$ cat config.mk
export PLATFORM = sky130hd
export DESIGN_NAME = pipeline_ctrl
export DESIGN_NICKNAME = d
export VERILOG_FILES = /design/src/rtl/pipeline_ctrl.sv
export SDC_FILE = /design/constraint.sdc
export NUM_CORES = 1
export LEC_CHECK = 0
export CAP_MARGIN = 40
export CORE_ASPECT_RATIO = 1.1
export CORE_MARGIN = 4
export CORE_UTILIZATION = 30
export DETAILED_ROUTE_END_ITERATION = 16
export GPL_TIMING_DRIVEN = 0
export PLACE_DENSITY_LB_ADDON = 0.1
export SLEW_MARGIN = 20
export SYNTH_ARGS = -nofsm -noshare
export SYNTH_HDL_FRONTEND = slang
export SYNTH_SLANG_ARGS = --single-unit
export TNS_END_PERCENT = 10
$ cat constraint.sdc
create_clock -name clk -period 2.1 [get_ports clk]
set_input_delay 0.315 -clock clk [delete_from_list [all_inputs] [get_ports clk]]
set_output_delay 0.315 -clock clk [all_outputs]
set_load 0.02 [all_outputs]
$ cat src/rtl/pipeline_ctrl.sv
// pipeline_ctrl: per-cycle load/hold/bubble control for the five-stage core, memory-wait FSM and perf counters.
// Define PIPE_CTRL_FORWARD_EN when the EX/MEM forwarding network is present (only load-use then stalls).
module pipeline_ctrl #(
    parameter int CNT_W       = 32,
    parameter int MEM_TIMEOUT = 64
) (
    input  logic             clk,
    input  logic             rst,
    input  logic [4:0]       id_rs1_addr,
    input  logic [4:0]       id_rs2_addr,
    input  logic             id_rs1_used,
    input  logic             id_rs2_used,
    input  logic             ex_reg_write,
    input  logic             ex_mem_read,
    input  logic [4:0]       ex_rd_addr,
    input  logic             mem_reg_write,
    input  logic [4:0]       mem_rd_addr,
    input  logic             ex_branch_taken,
    input  logic             mem_req,
    input  logic             mem_ready,
    output logic             pc_en,
    output logic             if_id_en,
    output logic             id_ex_en,
    output logic             ex_mem_en,
    output logic             mem_wb_en,
    output logic             if_id_flush,
    output logic             id_ex_flush,
    output logic             ex_mem_flush,
    output logic             mem_wb_flush,
    output logic             mem_err,
    output logic [CNT_W-1:0] stall_cycles,
    output logic [CNT_W-1:0] flush_count
);
    localparam int WC_W = $clog2(MEM_TIMEOUT) + 1;

    typedef enum logic [1:0] {RUN, MEM_WAIT, HALT} state_t;

    state_t           state_q, state_d;
    logic [WC_W-1:0]  wait_cnt_q, wait_cnt_d;
    logic [CNT_W-1:0] stall_q, stall_d, flush_q, flush_d;
    logic             mem_err_q, mem_err_d;
    logic             halted, freeze, branch, hazard;
    logic [8:0]       ctl;

    function automatic logic src_match(input logic [4:0] a);
        return a != 5'd0 && ((id_rs1_used && a == id_rs1_addr) || (id_rs2_used && a == id_rs2_addr));
    endfunction

    assign halted = state_q == HALT;
    assign freeze = mem_req && !mem_ready && !halted;
    assign branch = ex_branch_taken && !halted && !freeze;

`ifdef PIPE_CTRL_FORWARD_EN
    logic unused_mem;
    assign unused_mem = ^{mem_reg_write, mem_rd_addr};
    assign hazard = ex_mem_read && ex_reg_write && src_match(ex_rd_addr);
`else
    assign hazard = (ex_reg_write && src_match(ex_rd_addr)) || (mem_reg_write && src_match(mem_rd_addr));
`endif

    // {pc, if_id, id_ex, ex_mem, mem_wb enables, if_id, id_ex, ex_mem, mem_wb flushes}
    always_comb begin
        ctl = rst    ? 9'b00000_1111 :
              halted ? 9'b00000_0000 :
              freeze ? 9'b00001_0001 :
              branch ? 9'b11111_1100 :
              hazard ? 9'b00111_0100 :
                       9'b11111_0000;
    end

    assign {pc_en, if_id_en, id_ex_en, ex_mem_en, mem_wb_en,
            if_id_flush, id_ex_flush, ex_mem_flush, mem_wb_flush} = ctl;

    always_comb begin
        state_d    = state_q;
        wait_cnt_d = '0;
        if (state_q == RUN && freeze) begin
            state_d    = MEM_WAIT;
            wait_cnt_d = WC_W'(1);
        end else if (state_q == MEM_WAIT) begin
            if (!freeze)
                state_d = RUN;
            else if (wait_cnt_q == WC_W'(MEM_TIMEOUT - 1))
                state_d = HALT;
            else
                wait_cnt_d = wait_cnt_q + WC_W'(1);
        end
        mem_err_d = state_d == HALT;
        stall_d   = (!halted && !pc_en && !(&stall_q)) ? stall_q + CNT_W'(1) : stall_q;
        flush_d   = (branch && !(&flush_q)) ? flush_q + CNT_W'(1) : flush_q;
    end

    always_ff @(posedge clk) begin
        if (rst) begin
            state_q    <= RUN;
            wait_cnt_q <= '0;
            mem_err_q  <= 1'b0;
            stall_q    <= '0;
            flush_q    <= '0;
        end else begin
            state_q    <= state_d;
            wait_cnt_q <= wait_cnt_d;
            mem_err_q  <= mem_err_d;
            stall_q    <= stall_d;
            flush_q    <= flush_d;
        end
    end

    assign mem_err      = mem_err_q;
    assign stall_cycles = stall_q;
    assign flush_count  = flush_q;
endmodule

Figure 1. Nets reached from selected ports.
The bar under the picture is 20 um long.
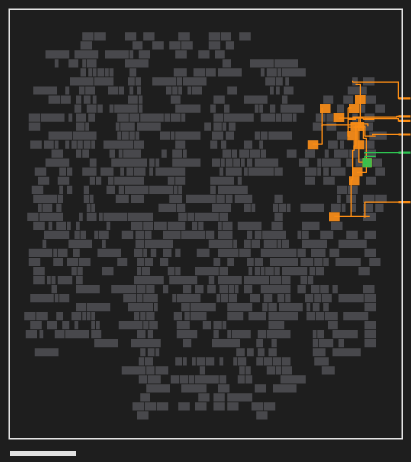
mem_reg_write -> green  # bits 1, direction input, edge right, end cells 1, buffers 1, wire 16.2 um
mem_rd_addr -> orange  # bits 5, direction input, edge right, end cells 12, buffers 6, wire 221 um

Figure 2. Sequential cells grouped by signal name.
The bar under the picture is 20 um long. Other sequential cells in the stronger grey, the rest of the logic in the fainter grey.
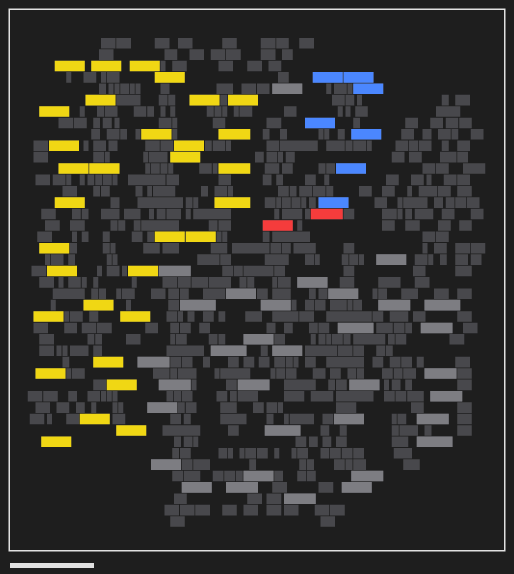
flush_count -> yellow  # flops 32
wait_cnt_q -> blue  # flops 7
state_q -> red  # flops 2
not coloured = 33
Flop area: 1530 sq um
sequential power: 0.00142 W
flop share of the area: 0.252

Figure 3. Gate-type map.
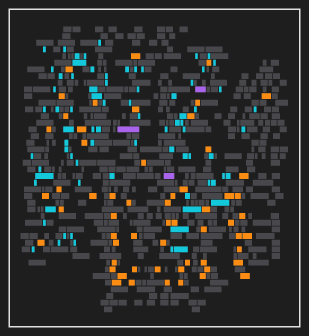
and/or cells -> orange  # cells 58, most used or4_1
nor cells -> cyan  # cells 76, most used nor2_1
fa/ha/maj cells -> purple  # cells 3, most used ha_1

==> flow_summary.ini <==
; yosys + openroad results
[outcome]
status = complete, but fails checks
violations = setup timing

[logic_synthesis]
yosys_area_sq_um = 3990
yosys.stat.seqShare = 0.371
synth-edff-count = 0
synthArstFlopShare = 0
synth.net_count = 518
yosysWarningCount = 0
flop_cell = dfxtp_1
postSynthAreaPerCell_sq_um = 8.23
ys_sh_xor = 0.110
ys_cells = 485
syn_area_sq_um = 3990
top_area_cell = dfxtp_1
mux_share = 0.00846
post-synth-top-area-fraction = 0.371
top_cells_by_area = dfxtp_1, xnor2_1, or4_1
synthTopCellsByCount = dfxtp_1, nor2_1, nand2_1
top_logic_kind = simple AND/OR/NAND/NOR gates
post-synth-top-count-cell = dfxtp_1
ys_sh_aoi = 0.131
ys.flops = 74

[cells_and_area]
buf_share = 0.226
inverters = 10
lay_top_count = clkdlybuf4s50_1
comb_cells = 375
nNetsFinal = 650
area_growth_pct = 51.6
nFillCells = 1265
clk_share = 0.0529
flop-count = 74
buffers_excl_clock = 147
final_cell_mix = clkdlybuf4s50_1, dfxtp_1, nor2_1
largestClassByArea = multi-input combinational cells
final_cells = 779
drive_gt1_frac = 0.236
clkbuf_count = 11
logic_area_sq_um = 2600
diodes = 0
design_area_sq_um = 6050

[global_routing]
antenna_found_initial = 0
grt_pass1_vias = 4128
grt_max_degree = 13
grt_first_pass_wirelength_mm = 20.8

[min_path]
hold_class = register to register
hold_depth = 2
holdPathEnd = stall_cycles[4]
worstHoldStart = stall_cycles[4]

[die]
die_h_um = 129
die-width_um = 118
core_area_sq_um = 12800
num_rows = 43
tap_cells = 157
ios = 104

[critical_path]
critPathMaxFanout = 3
reg2reg_depth = 10
cp_common_cell = buf_6
worstSetupEndpointType = output port
crit_buf_inv = 5
crit_type = input pin to output port
crit_required_ns = 1.78
critPathArrivalTime_ns = 1.95
max_stage_delay_ns = 0.51
crit_slowest_cell = or4_4
cp.depth = 9
r2r-start = stall_cycles[3]
r2r_end = stall_cycles[18]
crit_chain = buf_8 > or4_4 > o21a_1 > a32oi_2 > o21a_2 > buf_6 > buf_8 > buf_6 > buf_6
crit_end = pc_en
cp_top_family = AND-OR/OR-AND gates

[clock_network]
cts.hold.buffers_added = 0
ctsRootBufferMaster = clkbuf_16
cts.sinks = 74
cts_tree = done
post_cts_resized = 111
numCtsBuffers = 9
post_cts_buffers = 11
path_clk_slew_ns = 0.06
clock_path_buffers = 2

[routing]
route.met2.wl_mm = 5.96
routed.top_layer = met4
dr.pass1.iters = 4
met1Wirelength_mm = 5.88
drt_first_iter_violations = 160
drc = 0

[pwr]
p_leak_nw = 2.07
power_leader = clock
swShare = 0.238
clock_power_share = 0.490
power_frac_comb = 0.098
power_w = 0.00345
p_per_area_nw_per_um2 = 571
ir_drop_uv = 355
power_clock_w = 0.00169
pwr.group.combinational_w = 0.000340
p_seq_frac = 0.412
p_int_w = 0.00263

[sta]
relSlewSlack = 0.603
worstMarginPinSlew_ns = 0.589
fin_hold_ws_ns = 0.498
fin_crit_sh = 1.08
finalSetupViolCount = 24
finalHoldViolations = 0
min_period_ns = 2.27
fin_ws_ns = -0.170
fin_skew_ns = 0.00906
setup_tns_ns = -1.63
rsz0062_at_grt = yes

[place]
io_buffers = 102
dp_cells = 744
placed_area_sq_um = 5230
place.gp.congestion = 0.809
hpwl_mm = 8.92

[job]
drv_cap = 0
tool_warnings = 30
Figure 4. Layout detail.
The bar under the picture is 10 um long. Region (17, 20) to (42, 45) um. Cells in grey, sequential cells in the stronger grey; small squares are vias.
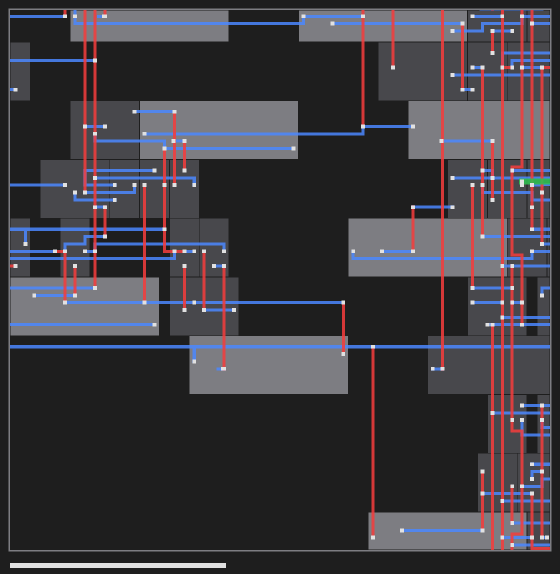
M1 -> blue
M3 -> green
M2 -> red
netlist names of flops here include = flush_count (4), stall_cycles (4)
sequential cells in the window = 8
cells with their middle in the window = 28
most frequent = dfxtp_1 (6), a21oi_1 (4), nor2_1 (4)

Figure 5. Congestion heat map.
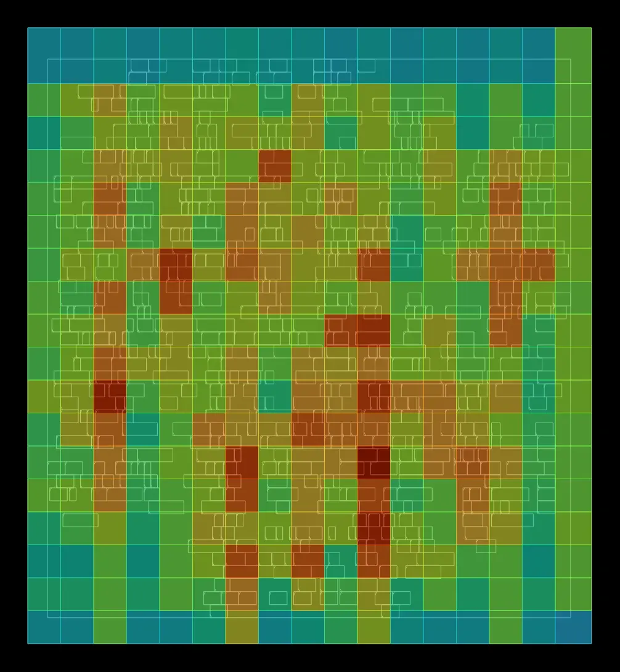
final core utilization: 0.473
GR met1 Demand/Resource: 0.213
overall routing resource usage: 0.168
grt met3 use: 0.0519

Power and IR drop assume default switching activity.
